--- config.mk ---
export PLATFORM = sky130hd
export DESIGN_NAME = lenet_layer_sequencer
export DESIGN_NICKNAME = d
export VERILOG_FILES = /design/src/rtl/lenet_layer_sequencer.sv
export SDC_FILE = /design/constraint.sdc
export NUM_CORES = 1
export LEC_CHECK = 0
export CAP_MARGIN = 20
export CORE_MARGIN = 2
export CORE_UTILIZATION = 45
export CTS_BUF_LIST = sky130_fd_sc_hd__clkbuf_4 sky130_fd_sc_hd__clkbuf_8
export DETAILED_ROUTE_END_ITERATION = 12
export PLACE_DENSITY = 0.72
export SLEW_MARGIN = 20
export SYNTH_ARGS = -nofsm -noshare
export SYNTH_HDL_FRONTEND = slang
export SYNTH_SLANG_ARGS = --single-unit
--- constraint.sdc ---
create_clock -name clk -period 2.44 [get_ports clk]
set_input_delay 0.61 -clock clk [delete_from_list [all_inputs] [get_ports clk]]
set_output_delay 0.61 -clock clk [all_outputs]
set_load 0.005 [all_outputs]
--- src/rtl/lenet_layer_sequencer.sv ---
// -----------------------------------------------------------------------------
// lenet_layer_sequencer
//
// Purpose
//   Top-level layer scheduler for the LeNet accelerator. One accepted start
//   runs the engines in the order conv1 -> conv2 -> conv3 -> fc. While the fc
//   engine runs, the sequencer takes an argmax over the streamed class scores.
//   It then reports the winning class with a single-cycle done pulse.
//
// Ports
//   clk          in   system clock, rising edge
//   rst_n        in   asynchronous active-low reset
//   start        in   request one inference; sampled only in IDLE
//   abort        in   synchronous abort; FSM returns to IDLE on the next cycle
//   stage_done   in   [4] completion pulse per engine ([0]=conv1 .. [3]=fc)
//   fc_valid     in   fc score beat valid
//   fc_data      in   [bitwidth] signed fc score, beats arrive in class order
//   stage_start  out  [4] one-hot, single-cycle start pulse to one engine
//   busy         out  high from the cycle after start until done/error/abort
//   done         out  single-cycle pulse when class_id/max_score are valid
//   class_id     out  [4] argmax index
//   max_score    out  [bitwidth] winning score
//   error        out  single-cycle pulse on a protocol fault or timeout
//   err_stage    out  [2] index of the stage that faulted
//
// Configuration
//   LENET_SEQ_WATCHDOG_EN : when defined, each stage has a cycle counter.
//   A stage that runs TIMEOUT_CYCLES cycles without its done raises error.
//   When the macro is undefined, a stage waits indefinitely.
// -----------------------------------------------------------------------------
module lenet_layer_sequencer #(
  parameter int bitwidth       = 16,
  parameter int NUM_CLASSES    = 10,
  parameter int TIMEOUT_CYCLES = 4096
) (
  input  logic                       clk,
  input  logic                       rst_n,
  input  logic                       start,
  input  logic                       abort,
  input  logic [3:0]                 stage_done,
  input  logic                       fc_valid,
  input  logic signed [bitwidth-1:0] fc_data,
  output logic [3:0]                 stage_start,
  output logic                       busy,
  output logic                       done,
  output logic [3:0]                 class_id,
  output logic signed [bitwidth-1:0] max_score,
  output logic                       error,
  output logic [1:0]                 err_stage
);

  typedef enum logic [2:0] {IDLE, S_C1, S_C2, S_C3, S_FC, FIN} state_t;

  localparam int              CNT_W    = $clog2(NUM_CLASSES + 1);
  localparam logic [CNT_W-1:0] LAST_CNT = CNT_W'(NUM_CLASSES);

  state_t                     state;
  logic [CNT_W-1:0]           beat_cnt;
  logic [CNT_W-1:0]           cnt_next;
  logic signed [bitwidth-1:0] run_max;
  logic signed [bitwidth-1:0] win_max;
  logic [3:0]                 run_idx;
  logic [3:0]                 win_idx;
  logic [1:0]                 stage_idx;
  logic                       in_stage;
  logic                       stage_fire;
  logic                       beat_take;
  logic                       beat_wins;

`ifdef LENET_SEQ_WATCHDOG_EN
  localparam int WD_W = $clog2(TIMEOUT_CYCLES + 1);
  logic [WD_W-1:0] wd_cnt;
  logic            wd_expired;
  // wd_cnt is cleared on stage entry. It therefore reads TIMEOUT_CYCLES-1
  // on the last cycle the stage is allowed to run.
  assign wd_expired = in_stage && (wd_cnt == WD_W'(TIMEOUT_CYCLES - 1));
`endif

  always_comb begin
    // NOTE: every always_comb output gets a default first, so no path infers a latch.
    in_stage  = 1'b0;
    stage_idx = 2'd0;
    case (state)
      S_C1:    begin in_stage = 1'b1; stage_idx = 2'd0; end
      S_C2:    begin in_stage = 1'b1; stage_idx = 2'd1; end
      S_C3:    begin in_stage = 1'b1; stage_idx = 2'd2; end
      S_FC:    begin in_stage = 1'b1; stage_idx = 2'd3; end
      default: ;
    endcase
    // The own stage_start pulse marks the entry cycle.
    // A stage_done on that cycle belongs to an earlier run and is ignored.
    stage_fire = in_stage && stage_done[stage_idx] && !stage_start[stage_idx];

    // Beats past NUM_CLASSES are dropped. Beat 0 always seeds the running max.
    // A later beat replaces it only if strictly greater, so ties keep the lower index.
    beat_take = (state == S_FC) && fc_valid && (beat_cnt < LAST_CNT);
    beat_wins = beat_take && ((beat_cnt == '0) || (fc_data > run_max));
    cnt_next  = beat_take ? beat_cnt + CNT_W'(1) : beat_cnt;
    // The final beat may arrive together with stage_done[3].
    // The result is therefore taken from the post-beat values.
    win_max   = beat_wins ? fc_data : run_max;
    win_idx   = beat_wins ? 4'(beat_cnt) : run_idx;
  end

  always_ff @(posedge clk or negedge rst_n) begin
    if (!rst_n) begin
      state       <= IDLE;
      stage_start <= '0;
      busy        <= 1'b0;
      done        <= 1'b0;
      class_id    <= '0;
      max_score   <= '0;
      error       <= 1'b0;
      err_stage   <= '0;
      beat_cnt    <= '0;
      run_max     <= '0;
      run_idx     <= '0;
`ifdef LENET_SEQ_WATCHDOG_EN
      wd_cnt      <= '0;
`endif
    end else begin
      // NOTE: sequential state uses non-blocking assignments only. A later
      // assignment in this block overrides the pulse defaults below.
      stage_start <= '0;
      done        <= 1'b0;
      error       <= 1'b0;
`ifdef LENET_SEQ_WATCHDOG_EN
      wd_cnt      <= (in_stage && !stage_fire) ? wd_cnt + WD_W'(1) : '0;
`endif
      if (beat_take) begin
        beat_cnt <= cnt_next;
        run_max  <= win_max;
        run_idx  <= win_idx;
      end

      if (abort) begin
        // Abort wins over start and stage_done and emits no pulse.
        state <= IDLE;
        busy  <= 1'b0;
      end else begin
        case (state)
          IDLE: if (start) begin
            state       <= S_C1;
            stage_start <= 4'b0001;
            busy        <= 1'b1;
            class_id    <= '0;
            max_score   <= '0;
            err_stage   <= '0;
            beat_cnt    <= '0;
          end
          S_C1: if (stage_fire) begin
            state       <= S_C2;
            stage_start <= 4'b0010;
          end
          S_C2: if (stage_fire) begin
            state       <= S_C3;
            stage_start <= 4'b0100;
          end
          S_C3: if (stage_fire) begin
            state       <= S_FC;
            stage_start <= 4'b1000;
          end
          S_FC: if (stage_fire) begin
            busy <= 1'b0;
            if (cnt_next == LAST_CNT) begin
              state     <= FIN;
              done      <= 1'b1;
              class_id  <= win_idx;
              max_score <= win_max;
            end else begin
              // The fc engine finished before all scores arrived.
              state     <= IDLE;
              error     <= 1'b1;
              err_stage <= 2'd3;
            end
          end
          FIN:     state <= IDLE;
          default: state <= IDLE;
        endcase
`ifdef LENET_SEQ_WATCHDOG_EN
        if (wd_expired && !stage_fire) begin
          state     <= IDLE;
          busy      <= 1'b0;
          error     <= 1'b1;
          err_stage <= stage_idx;
        end
`endif
      end
    end
  end

endmodule
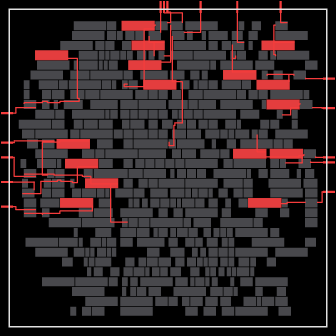
run_1/port_nets.png
[red] `max_score` | bits: 16 | direction: output | edge: 6 top, 5 left, 5 right | end cells: 16 | buffers: 16 | wire: 433 um

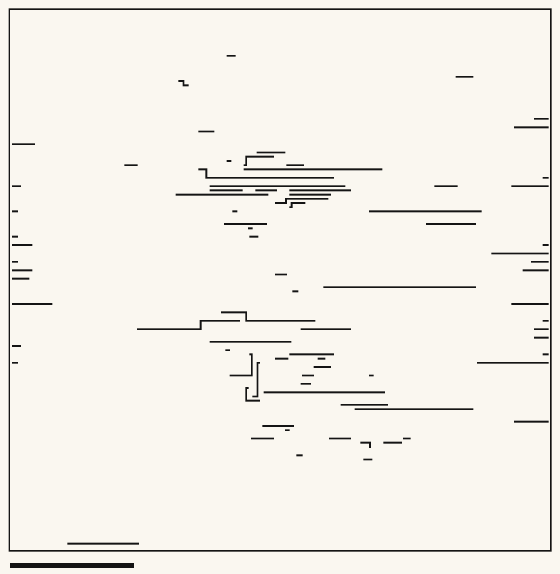
run_1/met3.png
Scale bar: 20 um.
wire length on this layer: 450 um
main direction: horizontal
GR Util met3: 3.70%
WL final: 9680 um
vias post-DR: 2985

==> results.yml, run 1 <==
# physical design summary
run_status:
  status: "complete, but fails checks"
  failed_checks: "negative setup slack"
detailed_routing:
  detail_route.iter0.violations: 198
  met3_length_um: 449
  drt.antenna.violating_nets: 0
  topRoutingLayerUsed: "met4"
  route.detailed.vias_per_inst: 5.76
  route.layer.met1.wl_um: 4180
  route.detailed.drc: 0
  wl_met2_um: 4730
  dr_wl_cell_um: 18.7
  detail_route.first_pass.iterations: 5
placed_design:
  place_hpwl_um: 6100
  dpl.cell_count: 488
  post-place-ws_ns: -1.20
  dpl_cell_area_mm2: 0.00444
  place.port_buffers: 53
  final_wtd_congestion: 0.840
grt:
  gr-total-overflow: 0
  antenna_found_initial: 0
  grt.met2_usage_pct: 40.6
  pin_count_of_the_biggest_net_entering_global_routing: 56
  grt_pass1_vias: 3051
  top_usage_layer: "met2"
  global_route.usage.met1_pct: 31.7
  grt_first_pass_wirelength_um: 14500
  grt_usage_pct: 24.5
layout:
  design.final.nets: 482
  ff_latch_area_mm2: 0.00138
  syn2layout_area_growth_pct: 55.9
  final_layout_size_suffix_gt1_share_pct: 45.4
  non_clock_buffer_area_fraction_after_layout_pct: 26.3
  lay_top_cells: "89 x sky130_fd_sc_hd__buf_4, 55 x sky130_fd_sc_hd__dfrtp_1, 35 x sky130_fd_sc_hd__clkdlybuf4s50_1"
  buffers: 155
  comb_total_area_pct: 39.8
  reg_top3: "max_score x16, run_max x16"
  inverters: 25
  clock_cell_area_share_pct: 1.57
  biggestCellCategory: "combinational gates"
  seq-cell-share_pct: 28.3
  flop-count: 55
  final_non_filler_cell_total: 518
  final_area_mm2: 0.00487
  clock_buffer_count: 6
  logic_area_mm2: 0.00194
  layout.filler_cells: 485
  multi_input_comb_cells: 197
  top_logic_cell_by_instance_count_in_the_layout: "sky130_fd_sc_hd__buf_4"
  antenna_cells_inserted: 0
pwr:
  pg_comb_mw: 1.01
  p_per_area_mw_per_mm2: 527
  pwr-share-seq_pct: 41.4
  clockNetworkPower_mw: 0.497
  sequentialPower_mw: 1.06
  top_power_group: "registers"
  internal_power_mw: 1.76
  sw_frac_of_total_pct: 31.3
  vdd.ir_drop.worst_mv: 0.293
  leakagePower_nw: 2.17
  power_frac_clock_pct: 19.4
  combinational_cell_fraction_of_total_power_pct: 39.2
  report.power.total_mw: 2.57
  p_sw_mw: 0.804
synth:
  synth.cellmix.adderShare_pct: 7.21
  yosys.stat.seqShare_pct: 44.1
  synth_area_mm2: 0.00312
  yosys_cell_count: 296
  floorplan.nets: 339
  edf_count: 0
  synth-async-reset-ratio_pct: 100
  post_synthesis_cell_count: 296
  synth.top_cells.by_area: "sky130_fd_sc_hd__dfrtp_1 44%, sky130_fd_sc_hd__ha_1 7.2%, sky130_fd_sc_hd__o211ai_1 5.5%"
  synth.mux.area_fraction_pct: 7.73
  aoi_share_pct: 16.3
  synthDominantAreaCellType: "sky130_fd_sc_hd__dfrtp_1"
  synth-area-yosys_mm2: 0.00312
  synth_cell_types: 60
  synth_top_cell_by_count: "sky130_fd_sc_hd__dfrtp_1"
  syn-mean-instance-area_um2: 10.6
  synthTopLogicFamily: "simple AND/OR/NAND/NOR gates"
  synth-simple-area-share_pct: 17.2
  postSynth.topFlopCell: "sky130_fd_sc_hd__dfrtp_1"
  synth.ff_latch_count: 55
  yosysWarningCount: 0
  post-synth-top-area-fraction_pct: 44.1
  top_cells_by_count: "55 x sky130_fd_sc_hd__dfrtp_1, 24 x sky130_fd_sc_hd__inv_1, 23 x sky130_fd_sc_hd__o211ai_1"
  xor_xnor_area_share_pct: 0.841
critical_path:
  rr_startpoint: "run_max[6]"
  worst-endpoint-arrival_ns: 2.92
  ff2ff_setup_slack_ns: -0.27
  critPathSlowestCell: "sky130_fd_sc_hd__or4_4"
  worst_r2r_path_depth: 9
  critical-path-max-stage-delay_ns: 0.58
  worst_path_most_repeated_cell: "sky130_fd_sc_hd__and4_4"
  timing.critical_path.buf_inv: 2
  critical_path_type: "reg -> reg"
  crit_required_ns: 2.64
  cp_top_family: "simple AND/OR/NAND/NOR gates"
  largest_fanout_on_the_critical_path: 8
  path_cells: "inv_2, ha_4, and4_4, and4_4, a211o_1, or4_4, nand3_4, buf_12, mux2_4"
  worstSetupStartpointType: "register"
  crit_path_start: "run_max[6]"
  setup.worst_path.end_class: "register"
  endpoint_of_the_worst_setup_timing_path: "run_max[10]"
  cp_num_cells: 9
  reg_to_reg_endpoint: "run_max[10]"
floorplan:
  die.size.x_um: 87.3
  tap-cell-count: 80
  fp.dieArea_mm2: 0.00762
  y_dimension_of_the_die_um: 87.3
  rows: 30
  io_pins: 54
clocking:
  post_cts.resized_instances: 89
  cts_tree: "built"
  holdBufCountCts: 0
  count_of_clock_tree_sinks: 55
  post-cts-setup-buffer-count: 12
  cts_inserted_buffers: 5
  insertion_delay_at_the_late_pin_of_the_worst_skew_pair_ns: 0.31
  clockRootBuffer: "sky130_fd_sc_hd__clkbuf_8"
  clk_path_buf_depth: 2
  clk_pin_slew_worst_paths_ns: 0.10
  cts-htree-levels: 2
sta:
  fin_hold_ws_ns: 0.415
  slew_headroom_pct: 52.8
  timing_worst_slew_pin_value_ns: 0.707
  timing_max_transition_violations_final: 0
  fin_setup_tns_ns: -8.96
  final_min_period_over_clock_period_pct: 111
  hold_viol: 0
  finalSetupViolations: 40
  achievable-frequency_ghz: 0.368
  postLayoutSetupSlackWorst_ns: -0.274
  finalCriticalPeriod_ns: 2.71
  rsz0062_at_grt: "yes"
  fin_skew_ns: 0.0137
flow_run:
  maxCapViolCount: 0
  warning_count: 30
min_path:
  holdCritPathClass: "in -> async"
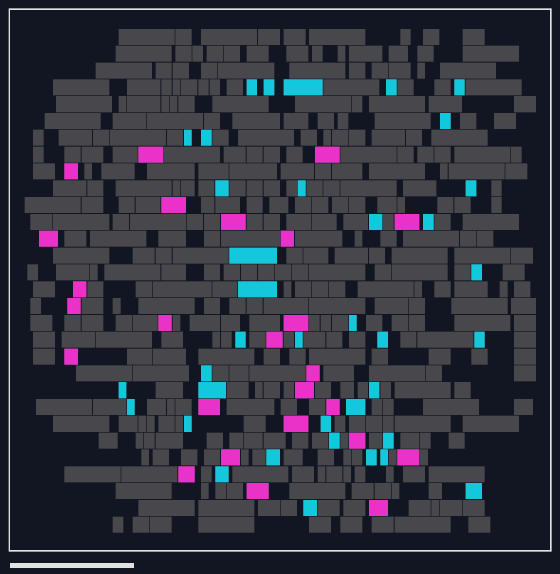
run_1/gate_families.png
Scale bar: 20 um.
[magenta] AND and OR gates | cells: 25
[cyan] NAND gates | cells: 37

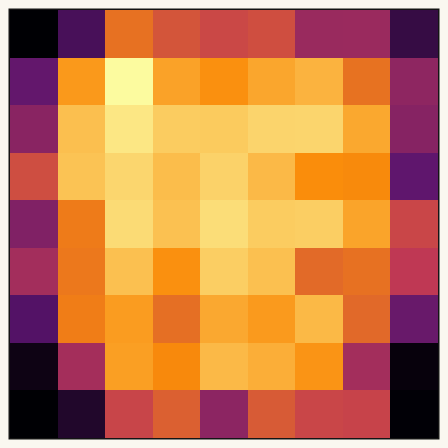
run_1/density.png
9 x 9 tiles, from black (low) to pale yellow (high), 0 to 100% covered.
fullest tile: 99%
tiles over 75% full: 46%
nearly empty tiles: 4.9%
mean over tiles: 63%
densest ninth of the die: middle
emptiest ninth of the die: bottom left
Finished Core Util: 72.1%
area of the core region: 0.00676 mm^2
initial core utilization: 46.2%

==> run 2: changes to the inputs <==
--- a/config.mk
+++ b/config.mk
@@ -5,6 +5,7 @@
 export SDC_FILE = /design/constraint.sdc
 export NUM_CORES = 1
 export LEC_CHECK = 0
+export ABC_AREA = 0
 export CAP_MARGIN = 20
 export CORE_MARGIN = 2
 export CORE_UTILIZATION = 45
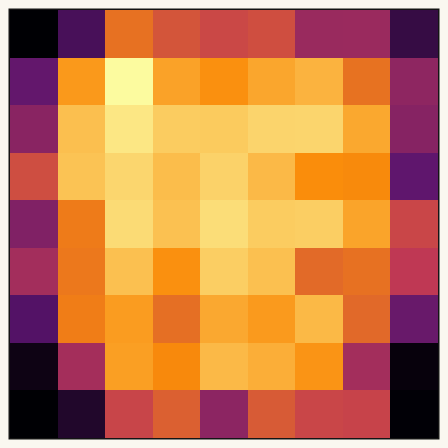
run_2/density.png
9 x 9 tiles, from black (low) to pale yellow (high), 0 to 100% covered.
fullest tile: 99%
tiles over 75% full: 46%
emptiest ninth of the die: bottom left
densest ninth of the die: middle
mean over tiles: 63%
nearly empty tiles: 4.9%

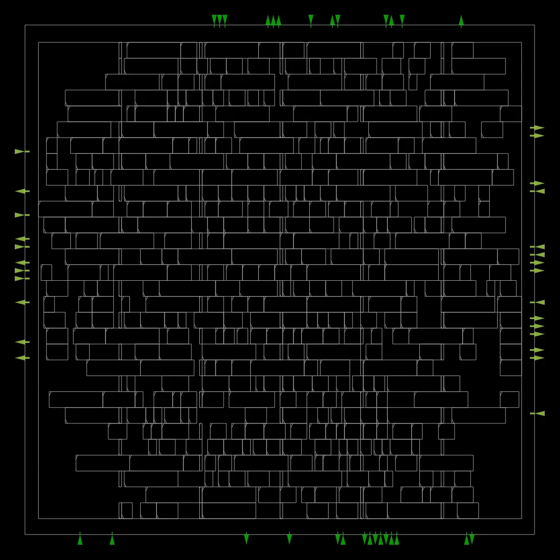
run_2/final_placement.png
Rows: 30
number of flip-flops and latches: 55
final non-filler cell total: 518
flop share of the area: 28.3%

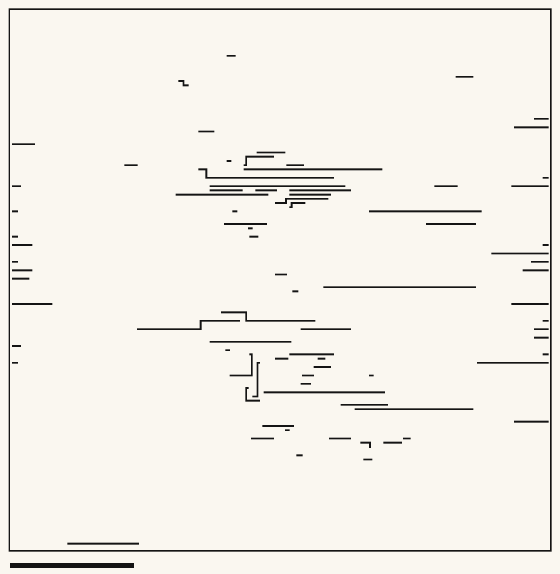
run_2/met3.png
Scale bar: 20 um.
main direction: horizontal
longest straight run: 24.4 um

==> run 2 against run 1 <==
Against the previous run: the run still ends with negative setup slack left; setup slack unchanged; register-to-register slack is essentially flat; final area stayed put; combinational power is essentially flat; non-clock buffer count stayed put; clock skew unchanged; first-iteration DRC count stayed put; sequential cell count is the same; fmax unchanged; wire length unchanged; largest power group unchanged; highest routed layer unchanged.
==> results.yml, run 2 <==
# physical design summary
run_status:
  status: "complete, but fails checks"
  failed_checks: "negative setup slack"
layout:
  top_logic_cell_by_instance_count_in_the_layout: "sky130_fd_sc_hd__buf_4"
  clock_buffer_count: 6
  utilization_pct: 72.1
  ff_latch_area_mm2: 0.00138
  syn2layout_area_growth_pct: 55.9
  final_area_mm2: 0.00487
  layout.filler_cells: 485
  final_layout_size_suffix_gt1_share_pct: 45.4
  clock_cell_area_share_pct: 1.57
  comb_total_area_pct: 39.8
  biggestCellCategory: "combinational gates"
  design.final.nets: 482
  logic_area_mm2: 0.00194
  buffers: 155
  lay_top_cells: "89 x sky130_fd_sc_hd__buf_4, 55 x sky130_fd_sc_hd__dfrtp_1, 35 x sky130_fd_sc_hd__clkdlybuf4s50_1"
  multi_input_comb_cells: 197
detailed_routing:
  topRoutingLayerUsed: "met4"
  drt.antenna.violating_nets: 0
  route.layer.met1.wl_um: 4180
  route.detailed.vias_per_inst: 5.76
  wl_met2_um: 4730
  wirelength_um: 9680
  detail_route.iter0.violations: 198
  route.detailed.drc: 0
  detail_route.first_pass.iterations: 5
  met3_length_um: 449
  dr_wl_cell_um: 18.7
  routed-via-count: 2985
synth:
  floorplan.nets: 339
  synth-simple-area-share_pct: 17.2
  synth_top_cell_by_count: "sky130_fd_sc_hd__dfrtp_1"
  yosys_cell_count: 296
  synth_cell_types: 60
  edf_count: 0
  synthDominantAreaCellType: "sky130_fd_sc_hd__dfrtp_1"
  synth-area-yosys_mm2: 0.00312
  synth-async-reset-ratio_pct: 100
  synth.cellmix.adderShare_pct: 7.21
  synth.top_cells.by_area: "sky130_fd_sc_hd__dfrtp_1 44%, sky130_fd_sc_hd__ha_1 7.2%, sky130_fd_sc_hd__o211ai_1 5.5%"
  yosys.stat.seqShare_pct: 44.1
  syn-mean-instance-area_um2: 10.6
  post_synthesis_cell_count: 296
  yosysWarningCount: 0
  post-synth-top-area-fraction_pct: 44.1
  top_cells_by_count: "55 x sky130_fd_sc_hd__dfrtp_1, 24 x sky130_fd_sc_hd__inv_1, 23 x sky130_fd_sc_hd__o211ai_1"
  synth.mux.area_fraction_pct: 7.73
  xor_xnor_area_share_pct: 0.841
  postSynth.topFlopCell: "sky130_fd_sc_hd__dfrtp_1"
  aoi_share_pct: 16.3
  synthTopLogicFamily: "simple AND/OR/NAND/NOR gates"
  synth.ff_latch_count: 55
critical_path:
  crit_path_start: "run_max[6]"
  worst_r2r_path_depth: 9
  cp_num_cells: 9
  largest_fanout_on_the_critical_path: 8
  ff2ff_setup_slack_ns: -0.27
  critical_path_type: "reg -> reg"
  worstSetupStartpointType: "register"
  setup.worst_path.end_class: "register"
  critical-path-max-stage-delay_ns: 0.58
  worst_path_most_repeated_cell: "sky130_fd_sc_hd__and4_4"
  critPathSlowestCell: "sky130_fd_sc_hd__or4_4"
  timing.critical_path.buf_inv: 2
  path_cells: "inv_2, ha_4, and4_4, and4_4, a211o_1, or4_4, nand3_4, buf_12, mux2_4"
  crit_required_ns: 2.64
  endpoint_of_the_worst_setup_timing_path: "run_max[10]"
  reg_to_reg_endpoint: "run_max[10]"
  rr_startpoint: "run_max[6]"
pwr:
  internal_power_mw: 1.76
  leakagePower_nw: 2.17
  sw_frac_of_total_pct: 31.3
  pg_comb_mw: 1.01
  report.power.total_mw: 2.57
  p_sw_mw: 0.804
  p_per_area_mw_per_mm2: 527
  top_power_group: "registers"
  sequentialPower_mw: 1.06
  combinational_cell_fraction_of_total_power_pct: 39.2
  clockNetworkPower_mw: 0.497
  vdd.ir_drop.worst_mv: 0.293
grt:
  grt_pass1_vias: 3051
  grt_usage_pct: 24.5
  grt.met3_usage_pct: 3.70
  grt.met2_usage_pct: 40.6
  gr-total-overflow: 0
  global_route.usage.met1_pct: 31.7
  pin_count_of_the_biggest_net_entering_global_routing: 56
  top_usage_layer: "met2"
  antenna_found_initial: 0
sta:
  finalCriticalPeriod_ns: 2.71
  final_min_period_over_clock_period_pct: 111
  timing_max_transition_violations_final: 0
  fin_setup_tns_ns: -8.96
  fin_skew_ns: 0.0137
  slew_headroom_pct: 52.8
  postLayoutSetupSlackWorst_ns: -0.274
  finalSetupViolations: 40
  achievable-frequency_ghz: 0.368
  hold_viol: 0
  timing_worst_slew_pin_value_ns: 0.707
  fin_hold_ws_ns: 0.415
flow_run:
  warning_count: 30
  maxCapViolCount: 0
floorplan:
  initial_utilization_pct: 46.2
  die.size.x_um: 87.3
  tap-cell-count: 80
  y_dimension_of_the_die_um: 87.3
  io_pins: 54
  core_mm2: 0.00676
  fp.dieArea_mm2: 0.00762
placed_design:
  dpl_cell_area_mm2: 0.00444
  place.port_buffers: 53
  final_wtd_congestion: 0.840
  dpl.cell_count: 488
clocking:
  insertion_delay_at_the_late_pin_of_the_worst_skew_pair_ns: 0.31
  cts_tree: "built"
  clockRootBuffer: "sky130_fd_sc_hd__clkbuf_8"
  post_cts.resized_instances: 89
  post-cts-setup-buffer-count: 12
  clk_pin_slew_worst_paths_ns: 0.10
  count_of_clock_tree_sinks: 55
  cts_inserted_buffers: 5
  clk_path_buf_depth: 2
  cts-htree-levels: 2
==> run 3: changes to the inputs <==
--- a/config.mk
+++ b/config.mk
@@ -11,6 +11,7 @@
 export CORE_UTILIZATION = 45
 export CTS_BUF_LIST = sky130_fd_sc_hd__clkbuf_4 sky130_fd_sc_hd__clkbuf_8
 export DETAILED_ROUTE_END_ITERATION = 12
+export HOLD_SLACK_MARGIN = 0.02
 export PLACE_DENSITY = 0.72
 export SLEW_MARGIN = 20
 export SYNTH_ARGS = -nofsm -noshare
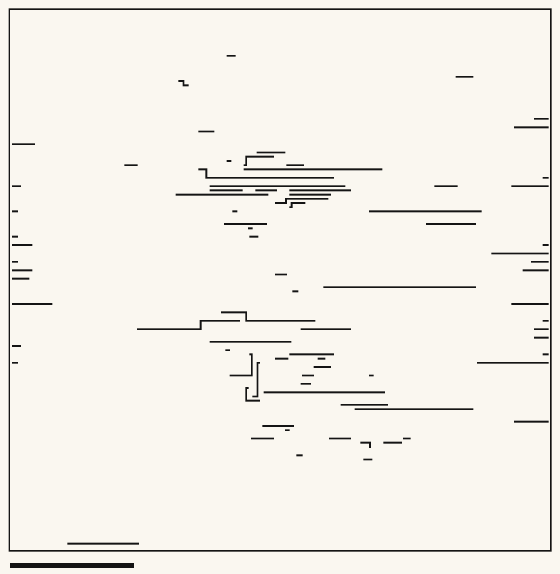
run_3/met3.png
Scale bar: 20 um.
share of all routed wire: 4.7%
longest straight run: 24.4 um
nets with wire on the layer: 67
main direction: horizontal
wire length on this layer: 450 um

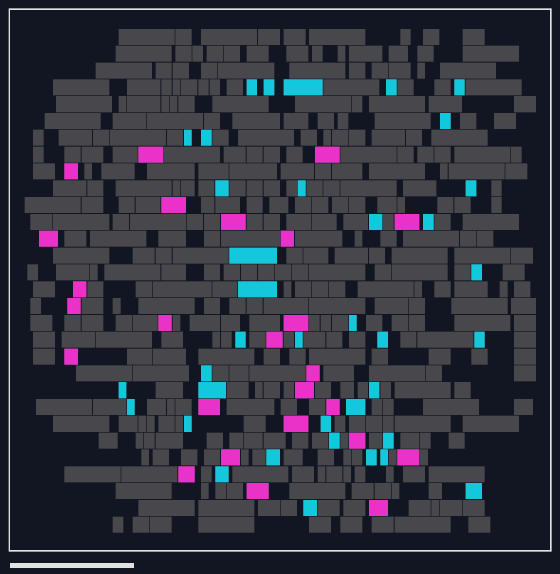
run_3/gate_families.png
Scale bar: 20 um.
[cyan] NAND gates | cells: 37
[magenta] AND and OR gates | cells: 25

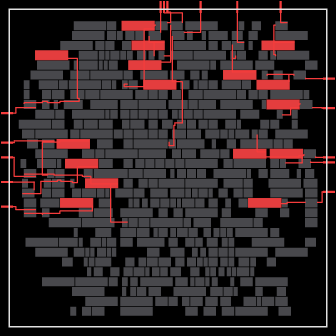
run_3/port_nets.png
[red] `max_score` | bits: 16 | direction: output | edge: 6 top, 5 left, 5 right | end cells: 16 | buffers: 16 | wire: 433 um
I/O Pins: 54
IO Port Bufs: 53

==> run 3 against run 2 <==
Against the previous run: the flow still finishes with violations (negative setup slack); register-to-register slack about the same; first-iteration DRC count did not move; hold slack stayed put; critical path depth did not move; highest routed layer unchanged; critical path type unchanged; critical endpoint unchanged; largest power group unchanged; non-clock buffer count unchanged.
==> results.yml, run 3 <==
# physical design summary
run_status:
  status: "complete, but fails checks"
  failed_checks: "negative setup slack"
clocking:
  cts_inserted_buffers: 5
  post_cts.resized_instances: 89
  clockRootBuffer: "sky130_fd_sc_hd__clkbuf_8"
  holdBufCountCts: 0
  cts-htree-levels: 2
  post-cts-setup-buffer-count: 12
  count_of_clock_tree_sinks: 55
  cts_tree: "built"
  clk_path_buf_depth: 2
critical_path:
  rr_startpoint: "run_max[6]"
  crit_required_ns: 2.64
  ff2ff_setup_slack_ns: -0.27
  critical_path_type: "reg -> reg"
  setup.worst_path.end_class: "register"
  worst_path_most_repeated_cell: "sky130_fd_sc_hd__and4_4"
  crit_path_start: "run_max[6]"
  reg_to_reg_endpoint: "run_max[10]"
  critical-path-max-stage-delay_ns: 0.58
  largest_fanout_on_the_critical_path: 8
  cp_num_cells: 9
  endpoint_of_the_worst_setup_timing_path: "run_max[10]"
  worst_r2r_path_depth: 9
floorplan:
  core_mm2: 0.00676
  rows: 30
  y_dimension_of_the_die_um: 87.3
  initial_utilization_pct: 46.2
  fp.dieArea_mm2: 0.00762
synth:
  postSynth.topFlopCell: "sky130_fd_sc_hd__dfrtp_1"
  synth-area-yosys_mm2: 0.00312
  synthDominantAreaCellType: "sky130_fd_sc_hd__dfrtp_1"
  xor_xnor_area_share_pct: 0.841
  yosysWarningCount: 0
  edf_count: 0
  synth-simple-area-share_pct: 17.2
  yosys.stat.seqShare_pct: 44.1
  post-synth-top-area-fraction_pct: 44.1
  yosys_cell_count: 296
  synth_area_mm2: 0.00312
  floorplan.nets: 339
  synth.cellmix.adderShare_pct: 7.21
  post_synthesis_cell_count: 296
  synth.mux.area_fraction_pct: 7.73
detailed_routing:
  dr_wl_cell_um: 18.7
  wl_met2_um: 4730
  route.layer.met1.wl_um: 4180
  wirelength_um: 9680
  topRoutingLayerUsed: "met4"
  route.detailed.drc: 0
  routed-via-count: 2985
  detail_route.first_pass.iterations: 5
  route.detailed.vias_per_inst: 5.76
  met3_length_um: 449
sta:
  timing_max_transition_violations_final: 0
  rsz0062_at_grt: "yes"
  fin_skew_ns: 0.0137
  fin_hold_ws_ns: 0.415
  postLayoutSetupSlackWorst_ns: -0.274
  finalSetupViolations: 40
  finalCriticalPeriod_ns: 2.71
layout:
  clock_cell_area_share_pct: 1.57
  reg_top3: "max_score x16, run_max x16"
  logic_area_mm2: 0.00194
  top_logic_cell_by_instance_count_in_the_layout: "sky130_fd_sc_hd__buf_4"
  seq-cell-share_pct: 28.3
  lay_top_cells: "89 x sky130_fd_sc_hd__buf_4, 55 x sky130_fd_sc_hd__dfrtp_1, 35 x sky130_fd_sc_hd__clkdlybuf4s50_1"
  ff_latch_area_mm2: 0.00138
  layout.filler_cells: 485
  comb_total_area_pct: 39.8
  syn2layout_area_growth_pct: 55.9
  clock_buffer_count: 6
  antenna_cells_inserted: 0
grt:
  grt_usage_pct: 24.5
  gr-total-overflow: 0
  grt_first_pass_wirelength_um: 14500
  antenna_found_initial: 0
  top_usage_layer: "met2"
  grt.met3_usage_pct: 3.70
pwr:
  clockNetworkPower_mw: 0.497
  power_frac_clock_pct: 19.4
  internal_power_mw: 1.76
  sw_frac_of_total_pct: 31.3
  pg_comb_mw: 1.01
  p_per_area_mw_per_mm2: 527
  report.power.total_mw: 2.57
min_path:
  holdCritPathClass: "in -> async"
flow_run:
  maxCapViolCount: 0
placed_design:
  post-place-ws_ns: -1.20
  place_hpwl_um: 6100
Power figures rest on the tool's default switching activity, not on a simulated workload.
